**Run 1: port wiring**

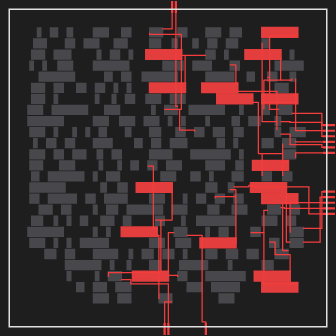
**Run 1: cells coloured by class**

The bar under the picture is 20 um long. Fill, decap, tap and diode cells in grey.
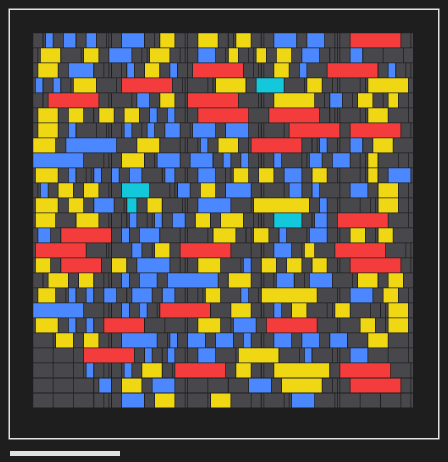
**Run 1: routing congestion**

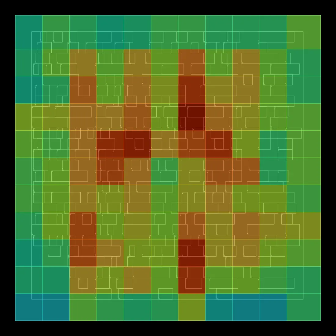
**Run 1: cell area per tile**

8 x 8 tiles, from white (low) to dark blue (high), 0 to 100% covered.
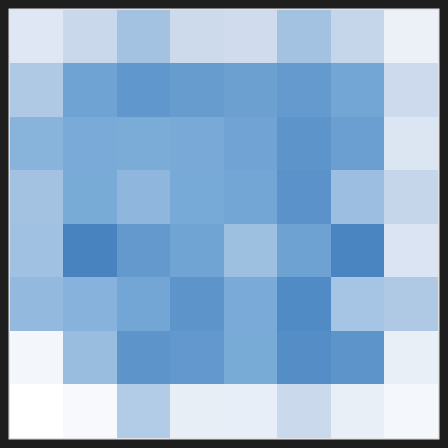
<file path="src/rtl/aidan_mcnay_prime_pkg.sv">
// Shared definitions for the prime-detector front end.
//   NIBBLE_W : width of one keyed-in nibble
//   DATA_W   : default candidate width (four nibbles)
//   state_t  : controller state encoding
package aidan_mcnay_prime_pkg;

    localparam int NIBBLE_W = 4;
    localparam int DATA_W   = 16;

    typedef enum logic [1:0] {
        ST_COLLECT = 2'd0,
        ST_SEND    = 2'd1,
        ST_WAIT    = 2'd2,
        ST_DONE    = 2'd3
    } state_t;

endpackage

</file>
<file path="src/rtl/aidan_mcnay_change_detect.sv">
// Single-signal change detector: out_signal is high for the cycle in which
// in_signal differs from its value at the previous clock edge.
//   clk        : system clock
//   in_signal  : level to watch
//   out_signal : combinational "changed since last edge" flag
// The history register has no reset; users mask the first cycle themselves.
module aidan_mcnay_change_detect (
    input  logic clk,
    input  logic in_signal,
    output logic out_signal
);

    logic prev_reg;

    always_ff @(posedge clk) begin
        prev_reg <= in_signal;
    end

    assign out_signal = in_signal ^ prev_reg;

endmodule

</file>
<file path="src/rtl/aidan_mcnay_prime_input_ctrl.sv">
// Front-end controller for the prime detector.
// Builds a candidate from NIBBLES nibble entries (first entry lands in the
// most significant nibble), sends it over a val/rdy request, collects the
// one-bit verdict and holds it for display until the next entry starts.
//   clk, rst                     : clock, asynchronous active-high reset
//   load_btn, clr_btn            : synchronized raw button levels
//   nibble_in                    : nibble captured on a load press
//   req_val/req_rdy/req_msg      : candidate toward the detector
//   resp_val/resp_rdy/resp_prime : verdict from the detector
//   result_val, result_prime     : held verdict for display
//   nibble_cnt                   : nibbles entered in the current candidate
//   busy                         : high while sending or awaiting a verdict
module aidan_mcnay_prime_input_ctrl
    import aidan_mcnay_prime_pkg::*;
#(
    parameter int NIBBLES = 4
) (
    input  logic                          clk,
    input  logic                          rst,
    input  logic                          load_btn,
    input  logic                          clr_btn,
    input  logic [NIBBLE_W-1:0]           nibble_in,
    output logic                          req_val,
    input  logic                          req_rdy,
    output logic [NIBBLE_W*NIBBLES-1:0]   req_msg,
    input  logic                          resp_val,
    output logic                          resp_rdy,
    input  logic                          resp_prime,
    output logic                          result_val,
    output logic                          result_prime,
    output logic [1:0]                    nibble_cnt,
    output logic                          busy
);

    localparam int MSG_W = NIBBLE_W * NIBBLES;
    localparam logic [1:0] LAST_CNT = 2'(NIBBLES - 1);

    // Button edge detection: index 0 = load, index 1 = clear.
    logic [1:0] btn_lvl;
    logic [1:0] btn_chg;
    logic [1:0] btn_pulse;
    logic       arm_reg;

    assign btn_lvl = {clr_btn, load_btn};

    generate
        for (genvar gi = 0; gi < 2; gi++) begin : g_btn
            aidan_mcnay_change_detect u_cd (
                .clk        (clk),
                .in_signal  (btn_lvl[gi]),
                .out_signal (btn_chg[gi])
            );
            // Rising edges only; masked until the history register has
            // seen one post-reset clock.
            assign btn_pulse[gi] = btn_chg[gi] & btn_lvl[gi] & arm_reg;
        end
    endgenerate

    logic load_pulse;
    logic clr_pulse;
    assign load_pulse = btn_pulse[0];
    assign clr_pulse  = btn_pulse[1];

    state_t           state_reg, state_next;
    logic [MSG_W-1:0] data_reg, data_next;
    logic [1:0]       cnt_reg, cnt_next;
    logic             result_val_reg, result_val_next;
    logic             result_prime_reg, result_prime_next;

    always_ff @(posedge clk or posedge rst) begin
        if (rst) begin
            state_reg        <= ST_COLLECT;
            data_reg         <= '0;
            cnt_reg          <= '0;
            arm_reg          <= 1'b0;
            result_val_reg   <= 1'b0;
            result_prime_reg <= 1'b0;
        end else begin
            state_reg        <= state_next;
            data_reg         <= data_next;
            cnt_reg          <= cnt_next;
            arm_reg          <= 1'b1;
            result_val_reg   <= result_val_next;
            result_prime_reg <= result_prime_next;
        end
    end

    always_comb begin
        state_next        = state_reg;
        data_next         = data_reg;
        cnt_next          = cnt_reg;
        result_val_next   = result_val_reg;
        result_prime_next = result_prime_reg;

        unique case (state_reg)
            ST_COLLECT: begin
                // Clear has priority; a simultaneous nibble is dropped.
                if (clr_pulse) begin
                    data_next = '0;
                    cnt_next  = '0;
                end else if (load_pulse) begin
                    data_next = {data_reg[MSG_W-NIBBLE_W-1:0], nibble_in};
                    if (cnt_reg == LAST_CNT) begin
                        cnt_next   = '0;
                        state_next = ST_SEND;
                    end else begin
                        cnt_next = cnt_reg + 2'd1;
                    end
                end
            end
            ST_SEND: begin
                if (req_rdy) begin
                    state_next = ST_WAIT;
                end
            end
            ST_WAIT: begin
                if (resp_val) begin
                    result_prime_next = resp_prime;
                    result_val_next   = 1'b1;
                    state_next        = ST_DONE;
                end
            end
            ST_DONE: begin
                // A load here is the first nibble of a new candidate.
                if (clr_pulse) begin
                    result_val_next = 1'b0;
                    data_next       = '0;
                    cnt_next        = '0;
                    state_next      = ST_COLLECT;
                end else if (load_pulse) begin
                    result_val_next = 1'b0;
                    data_next       = {{(MSG_W-NIBBLE_W){1'b0}}, nibble_in};
                    cnt_next        = 2'd1;
                    state_next      = ST_COLLECT;
                end
            end
            default: begin
                state_next = ST_COLLECT;
            end
        endcase
    end

    // Moore outputs: decoded from state alone.
    assign req_val      = (state_reg == ST_SEND);
    assign resp_rdy     = (state_reg == ST_WAIT);
    assign busy         = (state_reg == ST_SEND) | (state_reg == ST_WAIT);
    assign req_msg      = data_reg;
    assign nibble_cnt   = cnt_reg;
    assign result_val   = result_val_reg;
    assign result_prime = result_prime_reg;

endmodule

</file>
<file path="config.mk">
export PLATFORM = sky130hd
export DESIGN_NAME = aidan_mcnay_prime_input_ctrl
export DESIGN_NICKNAME = d
export VERILOG_FILES = /design/src/rtl/aidan_mcnay_prime_pkg.sv /design/src/rtl/aidan_mcnay_change_detect.sv /design/src/rtl/aidan_mcnay_prime_input_ctrl.sv
export SDC_FILE = /design/constraint.sdc
export NUM_CORES = 1
export LEC_CHECK = 0
export ABC_AREA = 1
export CELL_PAD_IN_SITES_DETAIL_PLACEMENT = 2
export CELL_PAD_IN_SITES_GLOBAL_PLACEMENT = 2
export CORE_MARGIN = 4
export CORE_UTILIZATION = 26
export CTS_BUF_LIST = sky130_fd_sc_hd__clkbuf_4 sky130_fd_sc_hd__clkbuf_8
export CTS_CLUSTER_SIZE = 20
export DETAILED_ROUTE_END_ITERATION = 12
export PLACE_DENSITY = 0.83
export SYNTH_ARGS = -nofsm -noshare
export SYNTH_HDL_FRONTEND = slang
export SYNTH_HIERARCHICAL = 1
export SYNTH_SLANG_ARGS = --single-unit
</file>
<file path="constraint.sdc">
create_clock -name clk -period 1.4 [get_ports clk]
set_clock_uncertainty 0.15 [all_clocks]
set_input_delay 0.28 -clock clk [delete_from_list [all_inputs] [get_ports clk]]
set_output_delay 0.28 -clock clk [all_outputs]
set_load 0.01 [all_outputs]
</file>
==> summary.txt, run 1 <==
status -> complete, but fails checks
failing checks -> negative setup slack
Hold WS -> 0.133 ns
most frequent cell after synthesis -> nand2_1
layout cells sized above 1 -> 0.581
Yosys Chip Area -> 0.00126 mm2
most numerous cell on the critical path -> nand2_4
Die W -> 77.6 um
clk ins delay skew pair -> 0.29 ns
yosys stat cell total -> 137
Mapped Avg Cell Area -> 9.19 um2
CP required -> 1.43 ns
number of nets with antenna violations after routing -> 0
final setup fails -> 25
OpenROAD warnings -> 33
NumNets Final -> 245
RSZ-0062 raised after global routing -> yes
Area growth syn-to-layout -> 92.8%
Yosys top cell by area -> dfrtp_1
clk sink count -> 25
Top cells by area -> dfrtp_1 46%, nand2_1 16%, o21ai_2 13%
Floorplan Utilization -> 0.268
Hold WC Path Type -> in2reg
fmax -> 610 MHz
asr flop ratio synth -> 0.920
Via density -> 4.69
die area -> 0.00602 mm2
FILL cells -> 476
Critical Setup Path Class -> reg2reg
maximum clock insertion buffer count -> 2
Place WS -> -0.546 ns
Cells after Synth -> 137
max reg flops -> 16
gr ovfl total -> 0
Via Count -> 1317
Top Layout Cells -> 39 x buf_4, 30 x nand2_1, 23 x dfrtp_1
first-pass GRT wire length -> 8250 um
WP depth -> 11
DR iter-0 viols -> 49
CTS tree -> built
pin count of the biggest net entering global routing -> 24
port bufs -> 33
final slew viol count -> 0
core area -> 0.00469 mm2
MaxCap Viol Count -> 0
most frequent logic cell in the layout -> buf_4
CP Capture Type -> flip-flop
placed cell area -> 0.00178 mm2
Post-DP HPWL -> 2760 um
Critical Path Max Stage Delay -> 0.41 ns
Routability Congestion -> 0.809
flip-flops with a built-in enable -> 0
Synth mux share -> 0
register share after synthesis -> 0.489
AO/OA Area Share -> 0.161
Dominant comb cell -> simple AND/OR/NAND/NOR gates
total wire length -> 5630 um
initial antenna violation count -> 0
IR drop worst, VDD -> 1.16 mV
Post-Synth Adder-Cell Area -> 0.0596
simple share -> 0.213
Top delay family on crit path -> buffers and inverters
Synth Flop Type -> dfrtp_1
Distinct cells, synth -> 20
Worst Setup Start Kind -> flip-flop
crit path cell chain -> buf_6 -> ha_4 -> buf_6 -> nand2_4 -> nand2_4 -> inv_2 -> nand2_2 -> inv_2 -> nand2_4 -> nand2_2 -> nand2_1
Post-synth top cells -> 55 x nand2_1, 23 x dfrtp_1, 18 x o21ai_2
H-tree depth -> 1
Tmin final -> 1.64 ns
setup TNS -> -4.14 ns
Mapped Area -> 0.00126 mm2
Synth Area in XOR/XNOR -> 0
Fin. Hold Viols -> 0
Finished Cell Area -> 0.00243 mm2
power per cell area -> 2300 mW/mm2
synthesized flop and latch total -> 25
io pins -> 34
setup ws final -> -0.240 ns
overall power -> 5.58 mW
Floorplan Nets -> 154
## Picture notes: 'port wiring'
| port | colour | bits | direction | edge | end cells | buffers | wire |
|---|---|---|---|---|---|---|---|
| req_msg | red | 16 | output | 11 right, 3 bottom, 2 top | 16 | 16 | 615 um |

## Picture notes: 'cells coloured by class'
| class | colour | cells |
|---|---|---|
| other buffers and delay cells | yellow | 90 |
| clock drivers and dummy loads | cyan | 4 |
| all other logic | blue | 108 |
| flip-flops | red | 25 |

## Picture notes: 'routing congestion'
M2 GR Usage: 0.365
Global Route Usage Sum: 0.180
final core occ: 0.517
wire per inst: 20.0 um

## Picture notes: 'cell area per tile'
mean over tiles: 39%
fullest tile: 66%
nearly empty tiles: 1.6%
emptiest ninth of the die: bottom left

[run 1: routing by layer]
| layer | vias to the layer above | GRT usage | wire length, um |
|---|---|---|---|
| met5 | - | 0 | 0 |
| met4 | 0 | 0.0498 | 125 |
| met3 | 13 | 0.0441 | 235 |
| met2 | 35 | 0.365 | 3250 |
| met1 | 658 | 0.176 | 2020 |
| li1 | 611 | - | - |
[run 1: where the power goes]
part,internal [mW],switching [mW],total (mW),leakage [nW]
combinational,2.00,1.86,3.86,0.867
sequential,1.04,0.213,1.25,0.312
clock,0.201,0.268,0.469,0.0255
[run 1: path summary, 6_finish.rpt]
path | from | end | slack [ns]
min in group asynchronous | rst | req_msg[11] | 0.17
worst min register to register | req_msg[15] | req_msg[15] | 0.37
max in group asynchronous | rst | result_prime | 0.78
worst max register to register | state_reg[1] | state_reg[0] | -0.24
worst max-delay path | state_reg[1] | state_reg[0] | -0.24
worst min-delay path | clr_btn | g_btn[1].u_cd/prev_reg | 0.13
[run 1: timing repair]
action | 4_1_cts | 5_1_grt
buffers inserted | 27 | 12
pin swaps | 13 | 10
setup endpoints to repair | 44 | 43
resized | 96 | 39
cloned | 4 | 0
[run 1: area by class of cell]
| cell class | count | area (um2) | share of cell area |
|---|---|---|---|
| Timing Repair Buffer | 90 | 885 | 0.364 |
| Multi-Input combinational cell | 94 | 758 | 0.312 |
| Sequential cell | 25 | 616 | 0.254 |
| Clock inverter | 1 | 5.00 | 0.00206 |
| Tap cell | 54 | 67.6 | 0.0278 |
| Clock buffer | 3 | 41.3 | 0.0170 |
| Inverter | 14 | 55.1 | 0.0227 |
==> run 1 -> run 2 <==
--- a/config.mk
+++ b/config.mk
@@ -13,7 +13,9 @@
 export CTS_BUF_LIST = sky130_fd_sc_hd__clkbuf_4 sky130_fd_sc_hd__clkbuf_8
 export CTS_CLUSTER_SIZE = 20
 export DETAILED_ROUTE_END_ITERATION = 12
+export GPL_ROUTABILITY_DRIVEN = 0
 export PLACE_DENSITY = 0.83
+export SKIP_LAST_GASP = 1
 export SYNTH_ARGS = -nofsm -noshare
 export SYNTH_HDL_FRONTEND = slang
 export SYNTH_HIERARCHICAL = 1
**Run 2: cell area per tile**

8 x 8 tiles, from white (low) to dark blue (high), 0 to 100% covered.
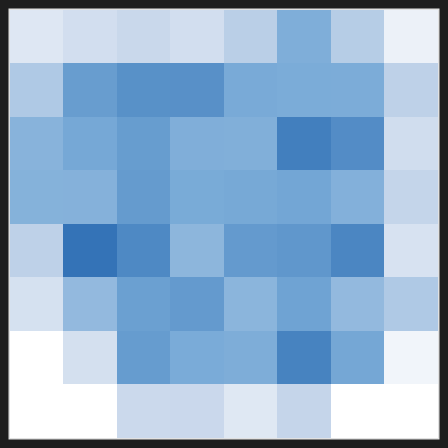
core area: 0.00469 mm2
final core occ: 0.513

==> run 2 against run 1 <==
Against the previous run: the run still ends with negative setup slack left; power is 1.8% lower; combinational power fell by 2%; non-clock buffer count down 5; sequential cell count is the same; register-to-register slack better by 0.02 ns; global-route usage grew 0.18 points; maximum frequency is 0.93% higher; die area did not move; clock-buffer cell count unchanged; highest routed layer unchanged.
==> summary.txt, run 2 <==
status -> complete, but fails checks
failing checks -> negative setup slack
pin count of the biggest net entering global routing -> 24 (unchanged)
final slew viol count -> 0 (unchanged)
Area growth syn-to-layout -> 91.2%
Post-synth top cells -> 55 x nand2_1, 23 x dfrtp_1, 18 x o21ai_2
Post-DP HPWL -> 2760 um (unchanged)
Tmin final -> 1.62 ns (-0.0151 ns)
Mapped Area -> 0.00126 mm2 (unchanged)
H-tree depth -> 1 (unchanged)
metal2 WL -> 3030 um (-6.9%)
Floorplan Utilization -> 0.268 (unchanged)
Distinct cells, synth -> 20 (unchanged)
Die W -> 77.6 um (unchanged)
final setup fails -> 25 (unchanged)
Fin. Hold Viols -> 0 (unchanged)
Floorplan Nets -> 154 (unchanged)
port bufs -> 33 (unchanged)
CP required -> 1.43 ns (about the same)
Mapped Avg Cell Area -> 9.19 um2 (unchanged)
OpenROAD warnings -> 33 (unchanged)
CTS tree -> built
NumNets Final -> 240 (-2.0%)
drt pass-1 iters -> 4
Critical Setup Path Class -> reg2reg
clk ins delay skew pair -> 0.28 ns (about the same)
wire per inst -> 18.9 um (-5.5%)
Setup crit start -> state_reg[1]
WL met3 -> 159 um (-32%)
Finished Cell Area -> 0.00241 mm2 (-0.88%)
Syn. warnings -> 6
setup TNS -> -3.94 ns (+0.197 ns)
Top Layout Cells -> 35 x buf_4, 28 x nand2_1, 23 x dfrtp_1
reg2reg setup slack -> -0.22 ns (+0.02 ns)
HP Start -> clr_btn
Place WS -> -0.546 ns (unchanged)
most frequent cell after synthesis -> nand2_1
uppermost layer routed -> met4
Critical Path Max Stage Delay -> 0.42 ns (about the same)
crit path max-delay cell type -> dfrtp_1
overall power -> 5.48 mW (-1.8%)
initial antenna violation count -> 0 (unchanged)
Via Count -> 1277 (-3.0%)
flip-flops with a built-in enable -> 0 (unchanged)
io pins -> 34 (unchanged)
IR drop worst, VDD -> 1.07 mV (-7.5%)
setup ws final -> -0.225 ns (+0.0151 ns)
RSZ-0062 raised after global routing -> yes
Worst Setup Start Kind -> flip-flop
MaxCap Viol Count -> 0 (unchanged)
placed cell area -> 0.00178 mm2 (unchanged)
Hold WS -> 0.138 ns (+0.00417 ns)
hold path endpoint -> g_btn[1].u_cd/prev_reg
yosys stat cell total -> 137 (unchanged)
power per cell area -> 2280 mW/mm2 (-0.92%)
total wire length -> 5230 um (-7.2%)
first-pass GRT wire length -> 8270 um (+0.34%)
gr ovfl total -> 0 (unchanged)
die area -> 0.00602 mm2 (unchanged)
most frequent logic cell in the layout -> buf_4
Top cells by area -> dfrtp_1 46%, nand2_1 16%, o21ai_2 13%
FILL cells -> 480 (+0.84%)
register share after synthesis -> 0.489 (unchanged)
CP Capture Type -> flip-flop
asr flop ratio synth -> 0.920 (unchanged)
wl on met1 -> 2010 um (-0.45%)
CTS Hold Buffers Added -> 0
clk sink count -> 25 (unchanged)
Cells after Synth -> 137 (unchanged)
number of nets with antenna violations after routing -> 0 (unchanged)
Hold WC Path Type -> in2reg
most numerous cell on the critical path -> nand2_2
DR iter-0 viols -> 12 (-76%)
max reg flops -> 16 (unchanged)
Synth Flop Type -> dfrtp_1
fmax -> 616 MHz (+0.93%)
Global Route Usage Sum -> 0.182 (+0.00182)
Yosys top cell by area -> dfrtp_1
worst reg2reg endpoint -> state_reg[0]
synthesized flop and latch total -> 25 (unchanged)
Via density -> 4.63 (-1.3%)
crit path cell chain -> buf_6 -> ha_4 -> buf_6 -> nand2_4 -> nand2_2 -> inv_2 -> nand2_2 -> inv_4 -> nand2_4 -> nand2_2 -> nand2_1
==> run 2: repair_timing <==
item | CTS | global route
pin swaps | 12 | 10
gates resized | 91 | 48
setup buffers | 27 | 11
cloned | 4 | 0
setup endpoints to repair | 44 | 43
==> run 2: cell families (layout without fill, tap and decap cells) <==
kind of cell / Yosys count / in the layout / synth area share
buf+inv: 18 / 103 / 0.0746
simple gates: 63 / 63 / 0.213
compound gates: 24 / 24 / 0.161
other cells: 1 / 1 / 0.00298
flops: 25 / 25 / 0.489
fa+ha+maj: 6 / 6 / 0.0596
==> run 2: metal layers <==
metal	vias up	GRT usage
met4	0	0.0320
met2	27	0.369
met1	649	0.187
li1	596	-
met3	5	0.0394
met5	-	0
==> run 2: worst max-delay path by stage <==
stage                     to  slack (ns)
2_1_floorplan  nibble_cnt[1]      -0.003
3_3_place_gp    state_reg[1]       -0.43
3_5_place_dp    state_reg[0]       -0.55
4_1_cts                 busy       -0.21
5_1_grt         state_reg[0]       -0.30
6_report        state_reg[0]       -0.22
==> run 2: final cells by class <==
class	count	area, um2	area share
Multi-Input combinational cell	94	782	0.325
Clock inverter	1	5.00	0.00208
Timing Repair Buffer	85	840	0.349
Clock buffer	3	41.3	0.0172
Inverter	14	55.1	0.0229
Tap cell	54	67.6	0.0281
Sequential cell	25	616	0.256
==> run 2: worst max-delay path: cells and delay by family (launching register included) <==
family | cells | cell delay [ns]
adders and majority gates | 1 | 0.16
buffers and inverters | 4 | 0.41
DFF | 1 | 0.42
and+or+nand+nor | 6 | 0.37
==> run 2: where the power goes <==
group / switching (mW) / leakage, nW / internal [mW]
combinational: 1.83 / 0.845 / 1.94
sequential: 0.205 / 0.312 / 1.04
clock: 0.267 / 0.0255 / 0.201
Power and IR drop assume default switching activity.
